**src/rtl/minaret_bus_arbiter.sv**
```systemverilog
// minaret_bus_arbiter: two-master round-robin arbiter sharing the minaret data-bus slave port.
// Define MINARET_ARB_TIMEOUT_EN to add the forced-abort watchdog and sticky err flag.
module minaret_bus_arbiter #(
  parameter int unsigned TIMEOUT_CYCLES = 256,
  parameter int unsigned CNT_W          = 9
) (
  input  logic        clk,
  input  logic        reset,
  input  logic        m0_valid,
  output logic        m0_ready,
  input  logic [31:0] m0_addr,
  input  logic [3:0]  m0_wmask,
  input  logic [31:0] m0_wdata,
  output logic [31:0] m0_rdata,
  input  logic        m1_valid,
  output logic        m1_ready,
  input  logic [31:0] m1_addr,
  input  logic [3:0]  m1_wmask,
  input  logic [31:0] m1_wdata,
  output logic [31:0] m1_rdata,
  output logic        s_valid,
  input  logic        s_ready,
  output logic [31:0] s_addr,
  output logic [3:0]  s_wmask,
  output logic [31:0] s_wdata,
  input  logic [31:0] s_rdata,
  output logic        err
);

  typedef enum logic [0:0] {
    ST_IDLE = 1'b0,
    ST_BUSY = 1'b1
  } state_e;

  localparam logic [31:0] TIMEOUT_RDATA = 32'hdeadbeef;

  state_e state_q;
  logic   owner_q;
  logic   prio_q;
  logic   busy_s;
  logic   owner_valid_s;
  logic   done_s;
  logic   timeout_s;

  assign busy_s        = (state_q == ST_BUSY);
  assign owner_valid_s = owner_q ? m1_valid : m0_valid;
  assign done_s        = busy_s && owner_valid_s && s_ready;

`ifdef MINARET_ARB_TIMEOUT_EN
  localparam logic [CNT_W-1:0] CNT_LAST = CNT_W'(TIMEOUT_CYCLES - 32'd1);

  logic [CNT_W-1:0] cnt_q, cnt_d;
  logic             err_q, err_d;

  // A timeout only fires on a still-requesting owner the slave has not answered.
  assign timeout_s = busy_s && owner_valid_s && !s_ready && (cnt_q == CNT_LAST);
  assign err       = err_q;

  // Watchdog next state: counter held at zero outside BUSY so entry starts it cleared
  always_comb begin
    if (!busy_s) begin
      cnt_d = {CNT_W{1'b0}};
    end else if (done_s) begin
      cnt_d = cnt_q;
    end else begin
      cnt_d = cnt_q + CNT_W'(1'b1);
    end
    err_d = err_q | timeout_s;
  end

  // Watchdog state registers
  always_ff @(posedge clk or posedge reset) begin
    if (reset) begin
      cnt_q <= {CNT_W{1'b0}};
      err_q <= 1'b0;
    end else begin
      cnt_q <= cnt_d;
      err_q <= err_d;
    end
  end
`else
  logic unused_cfg_s;

  assign timeout_s    = 1'b0;
  assign err          = 1'b0;
  assign unused_cfg_s = ^{TIMEOUT_CYCLES, CNT_W};
`endif

  // Arbitration FSM: grant in IDLE, release on completion, abandon or timeout
  always_ff @(posedge clk or posedge reset) begin
    if (reset) begin
      state_q <= ST_IDLE;
      owner_q <= 1'b0;
      prio_q  <= 1'b0;
    end else begin
      case (state_q)
        ST_IDLE: begin
          if (m0_valid || m1_valid) begin
            state_q <= ST_BUSY;
            owner_q <= (m0_valid && m1_valid) ? prio_q : m1_valid;
          end else begin
            state_q <= ST_IDLE;
          end
        end
        ST_BUSY: begin
          if (done_s) begin
            state_q <= ST_IDLE;
            prio_q  <= ~owner_q;
          end else if (!owner_valid_s) begin
            state_q <= ST_IDLE;
          end else if (timeout_s) begin
            state_q <= ST_IDLE;
            prio_q  <= ~prio_q;
          end else begin
            state_q <= ST_BUSY;
          end
        end
        default: begin
          state_q <= ST_IDLE;
        end
      endcase
    end
  end

  // Slave-side request mux and per-master completion/readback
  always_comb begin
    s_valid  = 1'b0;
    s_addr   = 32'h0000_0000;
    s_wmask  = 4'h0;
    s_wdata  = 32'h0000_0000;
    m0_ready = 1'b0;
    m1_ready = 1'b0;
    m0_rdata = s_rdata;
    m1_rdata = s_rdata;
    if (busy_s) begin
      s_valid = owner_valid_s && !timeout_s;
      if (owner_q) begin
        s_addr   = m1_addr;
        s_wmask  = m1_wmask;
        s_wdata  = m1_wdata;
        m1_ready = done_s || timeout_s;
        m1_rdata = timeout_s ? TIMEOUT_RDATA : s_rdata;
      end else begin
        s_addr   = m0_addr;
        s_wmask  = m0_wmask;
        s_wdata  = m0_wdata;
        m0_ready = done_s || timeout_s;
        m0_rdata = timeout_s ? TIMEOUT_RDATA : s_rdata;
      end
    end else begin
      s_valid = 1'b0;
    end
  end

endmodule

```
**config.mk**
```make
export PLATFORM = sky130hd
export DESIGN_NAME = minaret_bus_arbiter
export DESIGN_NICKNAME = d
export VERILOG_FILES = /design/src/rtl/minaret_bus_arbiter.sv
export SDC_FILE = /design/constraint.sdc
export NUM_CORES = 1
export LEC_CHECK = 0
export CAP_MARGIN = 10
export CORE_AREA = 10 10 111 113
export CTS_BUF_LIST = sky130_fd_sc_hd__clkbuf_8
export DETAILED_ROUTE_END_ITERATION = 6
export DIE_AREA = 0 0 121 123
export HOLD_SLACK_MARGIN = 0.1
export PLACE_DENSITY = 0.76
export SLEW_MARGIN = 10
export SYNTH_ARGS = -nofsm -noshare
export SYNTH_HDL_FRONTEND = slang
export SYNTH_SLANG_ARGS = --single-unit
export TNS_END_PERCENT = 5
```
**constraint.sdc**
```tcl
create_clock -name clk -period 2.7 [get_ports clk]
set_input_delay 0.405 -clock clk [delete_from_list [all_inputs] [get_ports clk]]
set_output_delay 0.405 -clock clk [all_outputs]
set_load 0.02 [all_outputs]
```
sizes.png
Drawn at 2 px/um.
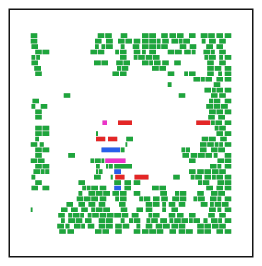
- _2 cells: blue (cells 3; share 0.80%)
- _3 and _4 cells: magenta (cells 2; share 0.53%)
- _0 and _1 cells: green (cells 363; share 97%; most used clkdlybuf4s50_1)
- _6 and larger: red (cells 6; share 1.6%)
design area: 3680 sq um
Final WS setup: 160 ps
Signal buffers: 215

==> results.py <==
# Auto-generated metrics
metrics = {
    "status": {
        "status": "completed",
    },
    "synth": {
        "netlist_area_sq_um": 1960,
        "ys_sh_simple": 0.248,
        "ys_types": 16,
        "syn-instance-count": 236,
        "ys.flops": 3,
        "compound_area_frac": 0.0108,
        "synthXorXnorAreaFrac": 0,
        "mux_share": 0.352,
        "ys_cells": 236,
    },
    "finish": {
        "nets": 548,
        "n_antenna_cell": 0,
        "lay_top_count": "clkdlybuf4s50_1",
        "layoutNonFillerInstCount": 510,
    },
    "critical_path": {
        "crit_chain": "buf_12 -> mux2i_1 -> nor2b_1 -> clkdlybuf4s50_1",
        "worstSetupPathType": "flop to output pin",
        "startpoint": "owner_q",
        "crit_path_max_fanout": 29,
        "endpoint_kind": "output pin",
        "critical_path.top_delay_family": "buffers and inverters",
        "startpoint_type": "flop",
    },
    "grt": {
        "grt_pass1_vias": 2091,
        "grt_pass1_wl_um": 12700,
        "track_usage": 0.108,
    },
    "drt": {
        "firstDrtPassIters": 2,
        "wirelength_um": 9090,
        "drt_iter0_drc": 60,
        "avgRoutedWirePerCell_um": 17.8,
    },
    "pwr": {
        "p_int_mw": 1.28,
        "clkPwrFrac": 0.055,
        "switching_share": 0.450,
    },
    "clock_network": {
        "cts_made_buffers": 3,
        "cts_tree": "built",
    },
    "timing": {
        "clock.fmax_mhz": 394,
        "clock_skew_ps": 1.44,
        "setup_viol": 0,
        "fin_crit_sh": 0.941,
        "setup_tns_ps": 0,
        "holdWs_ps": 361,
    },
    "place": {
        "place_ws_ps": 350,
        "post-dp-hpwl_um": 7840,
        "gp_congestion": 0.815,
        "place_inst": 506,
    },
    "run": {
        "warnings": 26,
    },
    "floorplan": {
        "die_area_sq_um": 14900,
    },
}
placement.png
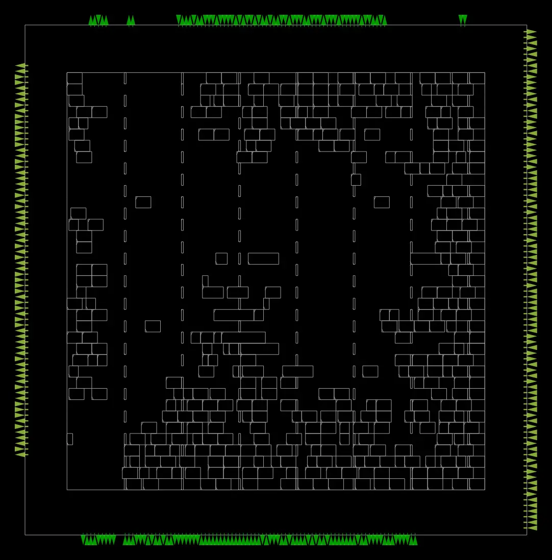
core box area: 10100 sq um
register share of the cell area: 0.0218

[final cells by class]
| type | count | area (sq um) |
|---|---|---|
| Fill cell | 1020 | 6460 |
| Timing Repair Buffer | 215 | 2180 |
| Multi-Input combinational cell | 151 | 1200 |
| Tap cell | 136 | 170 |
| Sequential cell | 3 | 80.1 |
| Clock buffer | 3 | 41.3 |
| Clock inverter | 1 | 3.75 |
| Inverter | 1 | 3.75 |
[power groups by stage]
stage	sequential [mW]	clock, mW	combinational [mW]
3_5_place_dp	0.188	0	2.04
6_report	0.184	0.127	2.01
2_1_floorplan	0.0723	0	1.51
4_1_cts	0.188	0.130	2.04
3_3_place_gp	0.186	0	2.01
5_1_grt	0.197	0.133	2.13
[synthesized netlist by cell type]
library cell	count	share of area
a2bb2oi_1	1	0.0045
a31oi_1	1	0.0032
and4_2	1	0.0051
buf_12	8	0.082
buf_4	66	0.25
clkbuf_1	7	0.013
conb_1	1	0.0019
dfrtp_1	3	0.038
inv_1	1	0.0019
mux2i_1	69	0.35
nand2_1	1	0.0019
nand3_1	1	0.0025
nor2_1	2	0.0038
nor2b_1	72	0.23
nor3_2	1	0.0051
o22ai_1	1	0.0032
[flip-flops by register name, indices dropped and copies added, names as in the netlist]
register / flops
prio_q: 1
busy_s: 1
owner_q: 1
[metal layers]
layer | GRT usage | vias up | part of all wire
li1 | - | 984 | -
met1 | 0.110 | 881 | 0.37
met2 | 0.196 | 118 | 0.51
met3 | 0.0428 | 29 | 0.098
met4 | 0.0377 | 0 | 0.027
met5 | 0 | - | 0
[worst paths after layout]
check                             endpoint  slack, ps  depth (start not counted)
worst max-delay path            s_addr[27]        160                          4
worst min-delay path               owner_q        360                          2
worst max register to register      prio_q       1280                          3
worst min register to register     owner_q        560                          2
max in group asynchronous          owner_q       2190                          2
min in group clk                   owner_q        560                          2
Power figures rest on the tool's default switching activity, not on a simulated workload.
